`src/rtl/tm1638_led_ctrl.sv`:
```
// TM1638 serial write controller: pushes an 8-LED pattern plus brightness/on state.
// Optional macro TM1638_SEG_EN adds seg_in for the 7-segment digits (even addresses).
module tm1638_led_ctrl #(
    parameter int CLK_DIV = 4,
    parameter int STB_GAP = 4
) (
    input  logic        clki,
    input  logic        rs,
    input  logic [7:0]  led_in,
    input  logic [2:0]  bright,
    input  logic        disp_on,
    input  logic        upd,
`ifdef TM1638_SEG_EN
    input  logic [63:0] seg_in,
`endif
    output logic        busy,
    output logic        done,
    output logic        tm_stb,
    output logic        tm_clk,
    output logic        tm_dio
);

    localparam int MAXC = (CLK_DIV > STB_GAP) ? CLK_DIV : STB_GAP;
    localparam int CW = $clog2(MAXC) + 1;
    localparam logic [CW-1:0] DIV_LAST = CW'(CLK_DIV - 1);
    localparam logic [CW-1:0] GAP_LAST = CW'(STB_GAP - 1);
    localparam logic [4:0] F2_LAST = 5'd17;
    localparam logic [4:0] F3_BYTE = 5'd18;
    localparam logic [4:0] END_IDX = 5'd19;

    typedef enum logic [2:0] {
        IDLE,
        STB_SETUP,
        BIT_LO,
        BIT_HI,
        GAP,
        DONE
    } state_t;

    state_t       state_q, state_d;
    logic [CW-1:0] cnt_q, cnt_d;
    logic [2:0]   bit_q, bit_d;
    logic [4:0]   byte_q, byte_d;
    logic         pend_q, pend_d;
    logic [7:0]   led_sh_q, led_sh_d;
    logic [2:0]   bright_sh_q, bright_sh_d;
    logic         disp_sh_q, disp_sh_d;
    logic         busy_q, busy_d;
    logic         done_q, done_d;
    logic         stb_q, stb_d;
    logic         clk_q, clk_d;
    logic         dio_q, dio_d;
    logic [63:0]  seg_cur;
    logic [7:0]   cur_byte;

`ifdef TM1638_SEG_EN
    logic [63:0]  seg_sh_q, seg_sh_d;
    assign seg_cur = seg_sh_d;
`else
    assign seg_cur = 64'd0;
`endif

    // Global byte index: 0 = F1 cmd, 1 = F2 addr cmd, 2..17 = data, 18 = F3.
    function automatic logic [7:0] frame_byte(
        input logic [4:0]  idx,
        input logic [7:0]  led,
        input logic [63:0] seg,
        input logic        disp,
        input logic [2:0]  br
    );
        logic [3:0] addr;
        logic [7:0] b;
        addr = 4'(idx - 5'd2);
        b = 8'h00;
        if (idx == 5'd0) begin
            b = 8'h40;
        end else if (idx == 5'd1) begin
            b = 8'hC0;
        end else if (idx == F3_BYTE) begin
            b = {4'h8, disp, br};
        end else if (addr[0]) begin
            b = {7'b0, led[addr[3:1]]};
        end else begin
            b = seg[{addr[3:1], 3'b000} +: 8];
        end
        return b;
    endfunction

    function automatic logic frame_last(input logic [4:0] idx);
        return (idx == 5'd0) || (idx == F2_LAST) || (idx == F3_BYTE);
    endfunction

    always_comb begin
        state_d     = state_q;
        cnt_d       = cnt_q;
        bit_d       = bit_q;
        byte_d      = byte_q;
        pend_d      = pend_q;
        led_sh_d    = led_sh_q;
        bright_sh_d = bright_sh_q;
        disp_sh_d   = disp_sh_q;
`ifdef TM1638_SEG_EN
        seg_sh_d    = seg_sh_q;
`endif
        if (state_q != IDLE && upd) begin
            pend_d = 1'b1;
        end

        unique case (state_q)
            IDLE: begin
                if (upd || pend_q) begin
                    state_d     = STB_SETUP;
                    cnt_d       = '0;
                    bit_d       = 3'd0;
                    byte_d      = 5'd0;
                    pend_d      = 1'b0;
                    led_sh_d    = led_in;
                    bright_sh_d = bright;
                    disp_sh_d   = disp_on;
`ifdef TM1638_SEG_EN
                    seg_sh_d    = seg_in;
`endif
                end
            end
            STB_SETUP: begin
                if (cnt_q == DIV_LAST) begin
                    cnt_d   = '0;
                    state_d = BIT_LO;
                end else begin
                    cnt_d = cnt_q + CW'(1);
                end
            end
            BIT_LO: begin
                if (cnt_q == DIV_LAST) begin
                    cnt_d   = '0;
                    state_d = BIT_HI;
                end else begin
                    cnt_d = cnt_q + CW'(1);
                end
            end
            BIT_HI: begin
                if (cnt_q == DIV_LAST) begin
                    cnt_d = '0;
                    if (bit_q == 3'd7) begin
                        bit_d   = 3'd0;
                        byte_d  = byte_q + 5'd1;
                        state_d = frame_last(byte_q) ? GAP : BIT_LO;
                    end else begin
                        bit_d   = bit_q + 3'd1;
                        state_d = BIT_LO;
                    end
                end else begin
                    cnt_d = cnt_q + CW'(1);
                end
            end
            GAP: begin
                if (cnt_q == GAP_LAST) begin
                    cnt_d   = '0;
                    state_d = (byte_q == END_IDX) ? DONE : STB_SETUP;
                end else begin
                    cnt_d = cnt_q + CW'(1);
                end
            end
            DONE: begin
                state_d = IDLE;
            end
            default: begin
                state_d = IDLE;
            end
        endcase
    end

    // Pins are decoded from the next state so they leave the flops glitch-free.
    always_comb begin
        stb_d    = 1'b1;
        clk_d    = 1'b1;
        dio_d    = 1'b1;
        busy_d   = 1'b0;
        done_d   = 1'b0;
        cur_byte = frame_byte(byte_d, led_sh_d, seg_cur, disp_sh_d, bright_sh_d);
        unique case (state_d)
            STB_SETUP: begin
                stb_d  = 1'b0;
                busy_d = 1'b1;
            end
            BIT_LO: begin
                stb_d  = 1'b0;
                clk_d  = 1'b0;
                dio_d  = cur_byte[bit_d];
                busy_d = 1'b1;
            end
            BIT_HI: begin
                stb_d  = 1'b0;
                dio_d  = cur_byte[bit_d];
                busy_d = 1'b1;
            end
            GAP: begin
                busy_d = 1'b1;
            end
            DONE: begin
                done_d = 1'b1;
            end
            default: begin
            end
        endcase
    end

    always_ff @(posedge clki) begin
        if (rs) begin
            state_q     <= IDLE;
            cnt_q       <= '0;
            bit_q       <= 3'd0;
            byte_q      <= 5'd0;
            pend_q      <= 1'b0;
            led_sh_q    <= 8'd0;
            bright_sh_q <= 3'd0;
            disp_sh_q   <= 1'b0;
`ifdef TM1638_SEG_EN
            seg_sh_q    <= 64'd0;
`endif
            busy_q      <= 1'b0;
            done_q      <= 1'b0;
            stb_q       <= 1'b1;
            clk_q       <= 1'b1;
            dio_q       <= 1'b1;
        end else begin
            state_q     <= state_d;
            cnt_q       <= cnt_d;
            bit_q       <= bit_d;
            byte_q      <= byte_d;
            pend_q      <= pend_d;
            led_sh_q    <= led_sh_d;
            bright_sh_q <= bright_sh_d;
            disp_sh_q   <= disp_sh_d;
`ifdef TM1638_SEG_EN
            seg_sh_q    <= seg_sh_d;
`endif
            busy_q      <= busy_d;
            done_q      <= done_d;
            stb_q       <= stb_d;
            clk_q       <= clk_d;
            dio_q       <= dio_d;
        end
    end

    assign busy   = busy_q;
    assign done   = done_q;
    assign tm_stb = stb_q;
    assign tm_clk = clk_q;
    assign tm_dio = dio_q;

endmodule

```
`config.mk`:
```
export PLATFORM = sky130hd
export DESIGN_NAME = tm1638_led_ctrl
export DESIGN_NICKNAME = d
export VERILOG_FILES = /design/src/rtl/tm1638_led_ctrl.sv
export SDC_FILE = /design/constraint.sdc
export NUM_CORES = 1
export LEC_CHECK = 0
export ABC_AREA = 1
export CAP_MARGIN = 20
export CORE_UTILIZATION = 24
export DETAILED_ROUTE_END_ITERATION = 7
export GPL_TIMING_DRIVEN = 0
export PLACE_DENSITY = 0.38
export SYNTH_ARGS = -nofsm -noshare
export SYNTH_HDL_FRONTEND = slang
export SYNTH_SLANG_ARGS = --single-unit
```
`constraint.sdc`:
```
create_clock -name clki -period 2.34 [get_ports clki]
set_input_delay 0.234 -clock clki [delete_from_list [all_inputs] [get_ports clki]]
set_output_delay 0.234 -clock clki [all_outputs]
set_load 0.05 [all_outputs]
```
==> impl_metrics.csv <==
group,metric,value,unit
status,status,"complete, no violations",
clock_tree,late_pin_clk_latency,0.28,ns
critical_path,timing.critical_path.depth,16,
yosys,topCellsByArea,"dfxtp_1 (34%), nand2_1 (16%), inv_1 (7.9%)",
clock_tree,cts_inserted_buffers,5,
floorplan,die_width,91.1,um
critical_path,critPathTopFamily,"simple AND/OR/NAND/NOR gates",
power,comb_cell_power,0.000158,W
critical_path,critical_path.max_stage_delay,0.40,ns
power,sequentialPower,0.000575,W
yosys,xor_area_frac,0.00919,
power,switching_power_as_a_share_of_total_power,0.252,
cells_and_area,area.share.combinational,0.458,
clock_tree,clock_tree.buffer_depth,2,
cells_and_area,layout-drive-gt1-share,0.144,
drt,drt-total-wl,4890,um
yosys,synthMostInstantiatedCell,"nand2_1",
grt,grt_start_max_net_pins,11,
critical_path,cp.buffers_inverters,3,
min_path,worst_hold_path.endpoint,"led_sh_q[4]$_SDFF_PP0_",
grt,overflow,0,
cells_and_area,logic_gates,199,
drt,dr.first_iter.drc_count,51,
floorplan,io_pins,20,
cells_and_area,final_util,0.309,
drt,drt.antenna.violating_nets,0,
power,power_frac_seq,0.455,
yosys,netlist_area,1910,um2
place,place_inst,405,
clock_tree,cts_sink_count,32,
cells_and_area,register_area,644,um2
cells_and_area,nonClockInverterCount,47,
drt,route.vias.total,1785,
power,power.internal,0.000946,W
cells_and_area,area_growth_syn_to_layout,24.6,%
critical_path,worst_ep_required_time,2.52,ns
sta,fmaxAchievable,463,MHz
cells_and_area,layout.filler_cells,872,
clock_tree,total_number_of_h_tree_levels,2,
yosys,post_synth_and_or_nand_nor_area_fraction,0.406,
yosys,synth_largest_type_area_fraction,0.336,
cells_and_area,layout.cells.most_common_list,"nand2_1 (79), inv_1 (40), dfxtp_1 (29)",
power,p_comb_frac,0.125,
critical_path,r2r_end,"tm_dio$_SDFF_PP1_",
cells_and_area,reg.largest.list,"led_sh_q x8, byte_q x5",
yosys,synth.lib_cells_used.distinct,28,
yosys,synth-edff-count,0,
yosys,synth.yosys.chip_area,1910,um2
power,power_leader,"sequential cells",
yosys,synth_seq_share,0.336,
sta,final.setup_skew,0.00530,ns
min_path,hold_start,"rs",
yosys,post_synth_main_logic_family,"simple AND/OR/NAND/NOR gates",
critical_path,r2r_cells,16,
sta,post-route-min-period,2.16,ns
drt,post_drt_wl_per_cell,11.8,um
cells_and_area,layout.buffer.nonclock.area_share,0.0974,
yosys,synthesis.instances,285,
cells_and_area,area_share_clock_buf_inv,0.0453,
critical_path,worst_path_most_repeated_cell,"nand2_1",
cells_and_area,final_cell_area,2380,um2
critical_path,regToRegSetupSlack,0.18,ns
power,max-vdd-ir-drop,243,uV
yosys,synth-seq-cells,32,
critical_path,worst-setup-path-type,"register to register",
sta,number_of_hold_slack_violations_in_the_final_timing_report,0,
yosys,ys_async_sr_fraction,0,
cells_and_area,largest-register,"led_sh_q",
drt,dr_wl_met2,2200,um
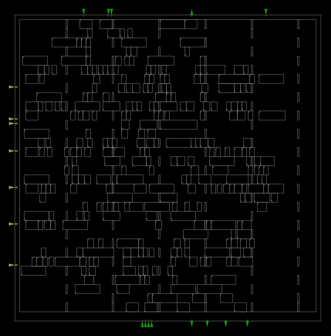
Figure 1: cell placement.
Core Box Area: 7690 um2
register fraction of the total cell area: 0.271
Seq cells: 32

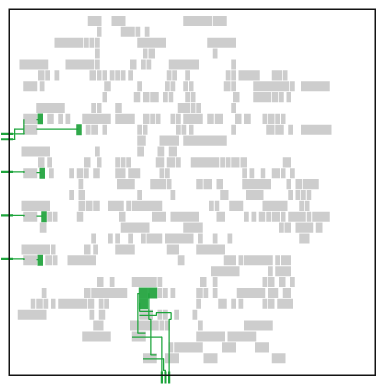
Figure 2: port wiring.
Scale: 4 px per um.
legend:
  green:
    port: led_in
    bits: 8
    direction: input
    end_cells: 8
    buffers: 8
    wire: 119 um

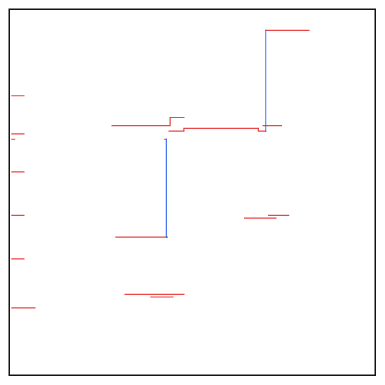
Figure 3: metal layers overlaid.
Scale: 4 px per um. Only two layers are drawn.
legend:
  blue:
    layer: met4
    wire_length: 49.6 um
  red:
    layer: met3
    wire_length: 129 um

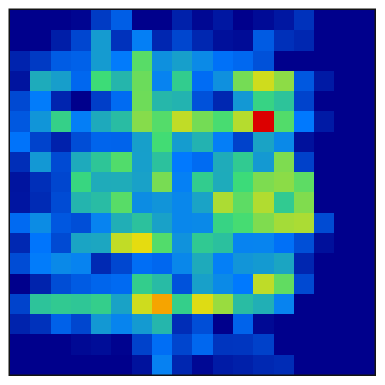
Figure 4: wire density map.
Scale: 4 px per um. The die is cut into 18 by 18 equal tiles; dark blue is low, red is high, scaled to the fullest tile. Values are wire area over tile area, all layers added.
densest ninth of the die: centre
tiles over half the peak: 12%
nearly empty tiles: 26%
fullest tile: 0.40

Power figures rest on the tool's default switching activity, not on a simulated workload.
